===== src/rtl/frame_sync_ctrl.sv =====
// Frame-synchronous score/banner controller for the overlay draw units.
// Define FRAME_SYNC_FREEZE_EN to hold scores and depth while a banner is up.
module frame_sync_ctrl #(
    parameter int H_LAST        = 639,
    parameter int V_LAST        = 479,
    parameter int BANNER_FRAMES = 180,
    parameter int PHASE_FRAMES  = 8
) (
    input  logic        clk,
    input  logic        rst,
    input  logic        vga_ready,
    input  logic [15:0] pixel_x,
    input  logic [15:0] pixel_y,
    input  logic [15:0] your_score_in,
    input  logic [15:0] their_score_in,
    input  logic [1:0]  game_state_in,
    input  logic [15:0] ball_z_in,
    input  logic        new_game_ack,
    output logic [15:0] your_score,
    output logic [15:0] their_score,
    output logic [3:0]  depth_bin,
    output logic [1:0]  banner_state,
    output logic [2:0]  rainbow_phase,
    output logic [15:0] frame_count,
    output logic        new_game_req
);

    localparam int BW = (BANNER_FRAMES > 1) ? $clog2(BANNER_FRAMES) : 1;
    localparam int PW = (PHASE_FRAMES > 1) ? $clog2(PHASE_FRAMES) : 1;

    typedef enum logic [1:0] {
        ST_PLAY,
        ST_SHOW,
        ST_WAIT
    } state_t;

    state_t        state_q, state_d;
    logic [15:0]   your_q, your_d;
    logic [15:0]   their_q, their_d;
    logic [3:0]    depth_q, depth_d;
    logic [1:0]    banner_q, banner_d;
    logic [2:0]    rainbow_q, rainbow_d;
    logic [15:0]   frames_q, frames_d;
    logic          req_q, req_d;
    logic [BW-1:0] bcnt_q, bcnt_d;
    logic [PW-1:0] pcnt_q, pcnt_d;

    logic       eof;
    logic       hold;
    logic       win;
    logic [3:0] bin;

    assign eof = vga_ready
              && (pixel_x == 16'(H_LAST))
              && (pixel_y == 16'(V_LAST));

    assign win = (game_state_in == 2'b01) || (game_state_in == 2'b10);

`ifdef FRAME_SYNC_FREEZE_EN
    assign hold = (state_q != ST_PLAY);
`else
    assign hold = 1'b0;
`endif

    // Bins are 125 wide, centred on multiples of 125
    always_comb begin
        if (ball_z_in < 16'd63)       bin = 4'd0;
        else if (ball_z_in < 16'd188) bin = 4'd1;
        else if (ball_z_in < 16'd313) bin = 4'd2;
        else if (ball_z_in < 16'd438) bin = 4'd3;
        else if (ball_z_in < 16'd563) bin = 4'd4;
        else if (ball_z_in < 16'd688) bin = 4'd5;
        else if (ball_z_in < 16'd813) bin = 4'd6;
        else if (ball_z_in < 16'd938) bin = 4'd7;
        else                          bin = 4'd8;
    end

    always_comb begin
        state_d   = state_q;
        your_d    = your_q;
        their_d   = their_q;
        depth_d   = depth_q;
        banner_d  = banner_q;
        rainbow_d = rainbow_q;
        frames_d  = frames_q;
        req_d     = req_q;
        bcnt_d    = bcnt_q;
        pcnt_d    = pcnt_q;

        if (eof) begin
            frames_d = frames_q + 16'd1;
            if (!hold) begin
                your_d  = your_score_in;
                their_d = their_score_in;
                depth_d = bin;
            end
        end

        unique case (state_q)
            ST_PLAY: begin
                banner_d  = 2'b00;
                rainbow_d = 3'd0;
                if (eof && win) begin
                    banner_d = game_state_in;
                    bcnt_d   = BW'(BANNER_FRAMES - 1);
                    pcnt_d   = '0;
                    state_d  = ST_SHOW;
                end
            end
            ST_SHOW: begin
                if (eof) begin
                    if (pcnt_q == PW'(PHASE_FRAMES - 1)) begin
                        pcnt_d    = '0;
                        rainbow_d = rainbow_q + 3'd1;
                    end else begin
                        pcnt_d = pcnt_q + PW'(1);
                    end
                    if (bcnt_q == '0) begin
                        req_d   = 1'b1;
                        state_d = ST_WAIT;
                    end else begin
                        bcnt_d = bcnt_q - BW'(1);
                    end
                end
            end
            ST_WAIT: begin
                // Ack needs no eof and takes priority over win detection
                if (new_game_ack) begin
                    req_d     = 1'b0;
                    banner_d  = 2'b00;
                    rainbow_d = 3'd0;
                    state_d   = ST_PLAY;
                end
            end
            default: begin
                req_d     = 1'b0;
                banner_d  = 2'b00;
                rainbow_d = 3'd0;
                state_d   = ST_PLAY;
            end
        endcase
    end

    always_ff @(posedge clk) begin
        if (rst) begin
            state_q   <= ST_PLAY;
            your_q    <= '0;
            their_q   <= '0;
            depth_q   <= '0;
            banner_q  <= '0;
            rainbow_q <= '0;
            frames_q  <= '0;
            req_q     <= 1'b0;
            bcnt_q    <= '0;
            pcnt_q    <= '0;
        end else begin
            state_q   <= state_d;
            your_q    <= your_d;
            their_q   <= their_d;
            depth_q   <= depth_d;
            banner_q  <= banner_d;
            rainbow_q <= rainbow_d;
            frames_q  <= frames_d;
            req_q     <= req_d;
            bcnt_q    <= bcnt_d;
            pcnt_q    <= pcnt_d;
        end
    end

    assign your_score    = your_q;
    assign their_score   = their_q;
    assign depth_bin     = depth_q;
    assign banner_state  = banner_q;
    assign rainbow_phase = rainbow_q;
    assign frame_count   = frames_q;
    assign new_game_req  = req_q;

endmodule


===== config.mk =====
export PLATFORM = sky130hd
export DESIGN_NAME = frame_sync_ctrl
export DESIGN_NICKNAME = d
export VERILOG_FILES = /design/src/rtl/frame_sync_ctrl.sv
export SDC_FILE = /design/constraint.sdc
export NUM_CORES = 1
export LEC_CHECK = 0
export CORE_MARGIN = 4
export CORE_UTILIZATION = 45
export CTS_CLUSTER_SIZE = 25
export DETAILED_ROUTE_END_ITERATION = 12
export PLACE_DENSITY_LB_ADDON = 0.15
export SYNTH_ARGS = -nofsm -noshare
export SYNTH_HDL_FRONTEND = slang
export SYNTH_SLANG_ARGS = --single-unit

===== constraint.sdc =====
create_clock -name clk -period 3.8 [get_ports clk]
set_input_delay 1.14 -clock clk [delete_from_list [all_inputs] [get_ports clk]]
set_output_delay 1.14 -clock clk [all_outputs]
set_load 0.02 [all_outputs]

==> run_1/cell_density.png <==
(4 px per um) 10 x 10 tiles, from black (low) to pale yellow (high), 0 to 100% covered.
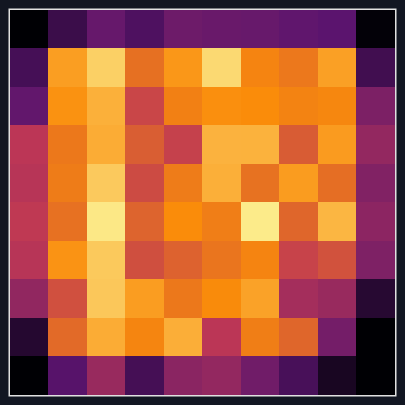
The emptiest ninth of the die: lower right. 5.0% of the tiles are nearly empty. The fullest tile reaches 96%. The mean over all tiles is 55%. 27% of the tiles are over 75% full.

==> run_1/flops_by_reg.png <==
(4 px per um) Other sequential cells in the stronger gray, the rest of the logic in the fainter gray.
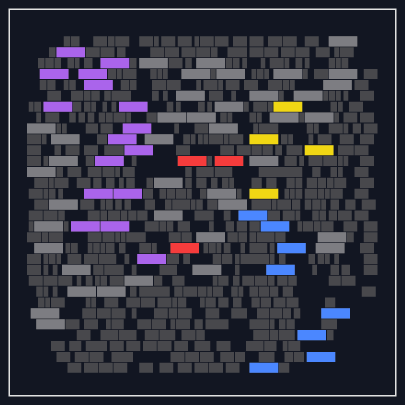
Key: purple = `frame_count` [placed flops 16]; blue = `bcnt_q` [placed flops 8]; red = `pcnt_q` [placed flops 3]; yellow = `depth_bin` [placed flops 4]

==> run_1/clocks.png <==
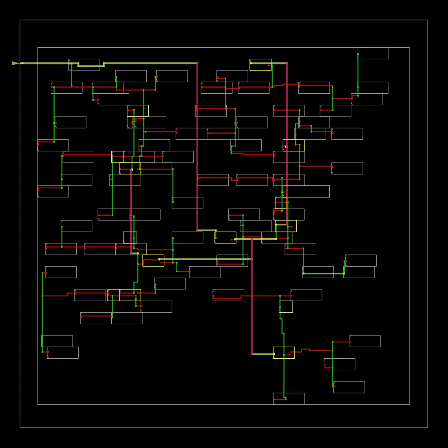
worst-skew pair later-pin latency: 0.35 ns
number of buffers inserted during clock tree synthesis: 9
clk_buf instances: 10

==> report_table.html, run 1 <==
<h3>Run summary</h3>
<table>
<tr><th>Metric</th><th>Value</th></tr>
<tr><th colspan="2">Detailed routing</th></tr>
<tr><td>Total number of vias</td><td>3,757</td></tr>
<tr><td>Met3 routed WL</td><td>796 um</td></tr>
<tr><td>Detailed-route wire length on metal 1</td><td>4.05 mm</td></tr>
<tr><td>Residual DRC count</td><td>0</td></tr>
<tr><th colspan="2">Floorplanning</th></tr>
<tr><td>Number of I/O pins</td><td>144</td></tr>
<tr><td>Die area</td><td>0.00926 mm2</td></tr>
<tr><th colspan="2">Synthesis</th></tr>
<tr><td>Mapped Nets</td><td>524</td></tr>
<tr><td>Asr flop ratio synth</td><td>0%</td></tr>
<tr><td>Share of synthesized cell area in and-or and or-and compound cells</td><td>19.5%</td></tr>
<tr><td>Seq/Total Area, Yosys</td><td>40.6%</td></tr>
<tr><td>Synth unique cells</td><td>55</td></tr>
<tr><td>Flip-flops with a built-in enable</td><td>0</td></tr>
<tr><td>Count of state elements after synthesis</td><td>71</td></tr>
<tr><th colspan="2">Placement</th></tr>
<tr><td>Number of placed instances with taps included</td><td>658</td></tr>
<tr><th colspan="2">Final timing</th></tr>
<tr><td>Number of hold violations in the final report</td><td>0</td></tr>
<tr><td>RSZ-0062 raised after global routing</td><td>false</td></tr>
<tr><td>Minimum hold slack</td><td>0.453 ns</td></tr>
<tr><th colspan="2">Clocking</th></tr>
<tr><td>Clock tree from TritonCTS</td><td>done</td></tr>
<tr><th colspan="2">Pwr</th></tr>
<tr><td>Portion of total power attributed to sequential cells</td><td>50.0%</td></tr>
<tr><td>Power Sequential</td><td>0.000743 W</td></tr>
<tr><td>Net switching power</td><td>0.000347 W</td></tr>
<tr><th colspan="2">Layout</th></tr>
<tr><td>Nets</td><td>662</td></tr>
<tr><th colspan="2">Status</th></tr>
<tr><td>Outcome</td><td>complete, no violations</td></tr>
<tr><th colspan="2">GRT</th></tr>
<tr><td>GRT overflow</td><td>0</td></tr>
<tr><th colspan="2">Worst setup path</th></tr>
<tr><td>Endpoint class of the critical path</td><td>flop</td></tr>
</table>
## run 1: final cells by class
| cell class | instances | area share [%] |
|---|---|---|
| Inverter | 11 | 0.794 |
| Multi-Input combinational cell | 329 | 37.6 |
| Clock buffer | 10 | 2.45 |
| Sequential cell | 71 | 27.3 |
| Tap cell | 99 | 2.38 |
| Clock inverter | 6 | 1.35 |
| Timing Repair Buffer | 148 | 28.1 |
## run 1: flip-flops by register name (all words and copies together), names as in the netlist
register,count
their_score,16
rainbow_phase,3
banner_state,2
new_game_req,1
state_q,2
bcnt_q,8
pcnt_q,3
depth_bin,4
your_score,16
frame_count,16
## run 1: worst register-to-register path, delay by kind of cell (launching register included)
| family | cells | cell delay [ns] |
|---|---|---|
| and+or+nand+nor | 3 | 1.41 |
| AOI/OAI and AO/OA | 1 | 0.22 |
| DFF | 1 | 0.35 |
==> run 2, diff against run 1 <==
- CORE_UTILIZATION: 45 -> 39
- clock period: 3.8 -> 2.7 ns (I/O delays scaled with it)
==> report_table.html, run 2 <==
<h3>Run summary</h3>
<table>
<tr><th>Metric</th><th>Value</th></tr>
<tr><th colspan="2">Synthesis</th></tr>
<tr><td>Mapped Nets</td><td>524</td></tr>
<tr><td>Seq/Total Area, Yosys</td><td>40.6%</td></tr>
<tr><td>Synth unique cells</td><td>55</td></tr>
<tr><td>Asr flop ratio synth</td><td>0%</td></tr>
<tr><td>Share of synthesized cell area in and-or and or-and compound cells</td><td>19.5%</td></tr>
<tr><td>Flip-flops with a built-in enable</td><td>0</td></tr>
<tr><td>Count of state elements after synthesis</td><td>71</td></tr>
<tr><th colspan="2">Floorplanning</th></tr>
<tr><td>Number of I/O pins</td><td>144</td></tr>
<tr><td>Die area</td><td>0.0106 mm2</td></tr>
<tr><th colspan="2">Pwr</th></tr>
<tr><td>Portion of total power attributed to sequential cells</td><td>52.0%</td></tr>
<tr><td>Net switching power</td><td>0.000494 W</td></tr>
<tr><td>Power Sequential</td><td>0.00105 W</td></tr>
<tr><th colspan="2">Layout</th></tr>
<tr><td>Nets</td><td>701</td></tr>
<tr><th colspan="2">Clocking</th></tr>
<tr><td>Number of buffers inserted during clock tree synthesis</td><td>9</td></tr>
<tr><td>Worst-skew pair later-pin latency</td><td>0.34 ns</td></tr>
<tr><td>Clock tree from TritonCTS</td><td>done</td></tr>
<tr><th colspan="2">Status</th></tr>
<tr><td>Outcome</td><td>complete, no violations</td></tr>
<tr><th colspan="2">Detailed routing</th></tr>
<tr><td>Met3 routed WL</td><td>754 um</td></tr>
<tr><td>Total number of vias</td><td>3,827</td></tr>
<tr><th colspan="2">Placement</th></tr>
<tr><td>Number of placed instances with taps included</td><td>706</td></tr>
<tr><th colspan="2">GRT</th></tr>
<tr><td>GRT overflow</td><td>0</td></tr>
<tr><th colspan="2">Final timing</th></tr>
<tr><td>RSZ-0062 raised after global routing</td><td>false</td></tr>
<tr><th colspan="2">Worst setup path</th></tr>
<tr><td>Endpoint class of the critical path</td><td>flop</td></tr>
</table>
run 2: cell counts after synthesis:
Identical to the previous run, type by type.
run 2: final cells by class:
| class | instances | area (um2) | share of cell area, % |
|---|---|---|---|
| Timing Repair Buffer | 187 | 1770 | 32.2 |
| Tap cell | 108 | 135 | 2.46 |
| Inverter | 11 | 41.3 | 0.751 |
| Clock buffer | 9 | 124 | 2.25 |
| Clock inverter | 7 | 50.0 | 0.911 |
| Sequential cell | 71 | 1420 | 25.9 |
| Multi-Input combinational cell | 329 | 1950 | 35.6 |
run 2: cells by family after synthesis:
family                   count (synthesis)
AND-OR/OR-AND                          110
buffers and inverters                   32
adder cells (fa/ha/maj)                  6
multiplexers                             1
XOR/XNOR                                 5
flip-flops                              71
AND/OR/NAND/NOR                        207
==> run_2/layer_met2.png <==
(4 px per um)
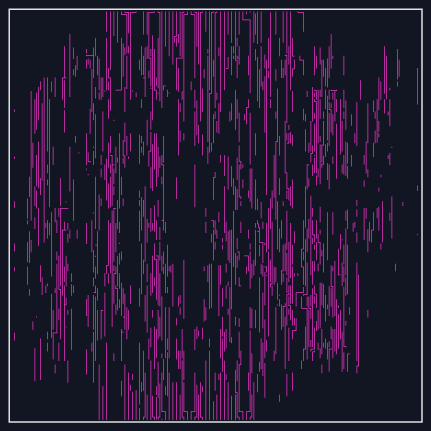
The wires run mostly vertical. The longest straight run is 41.1 um.

No activity file was given, so power comes from the tool's default toggle rates.
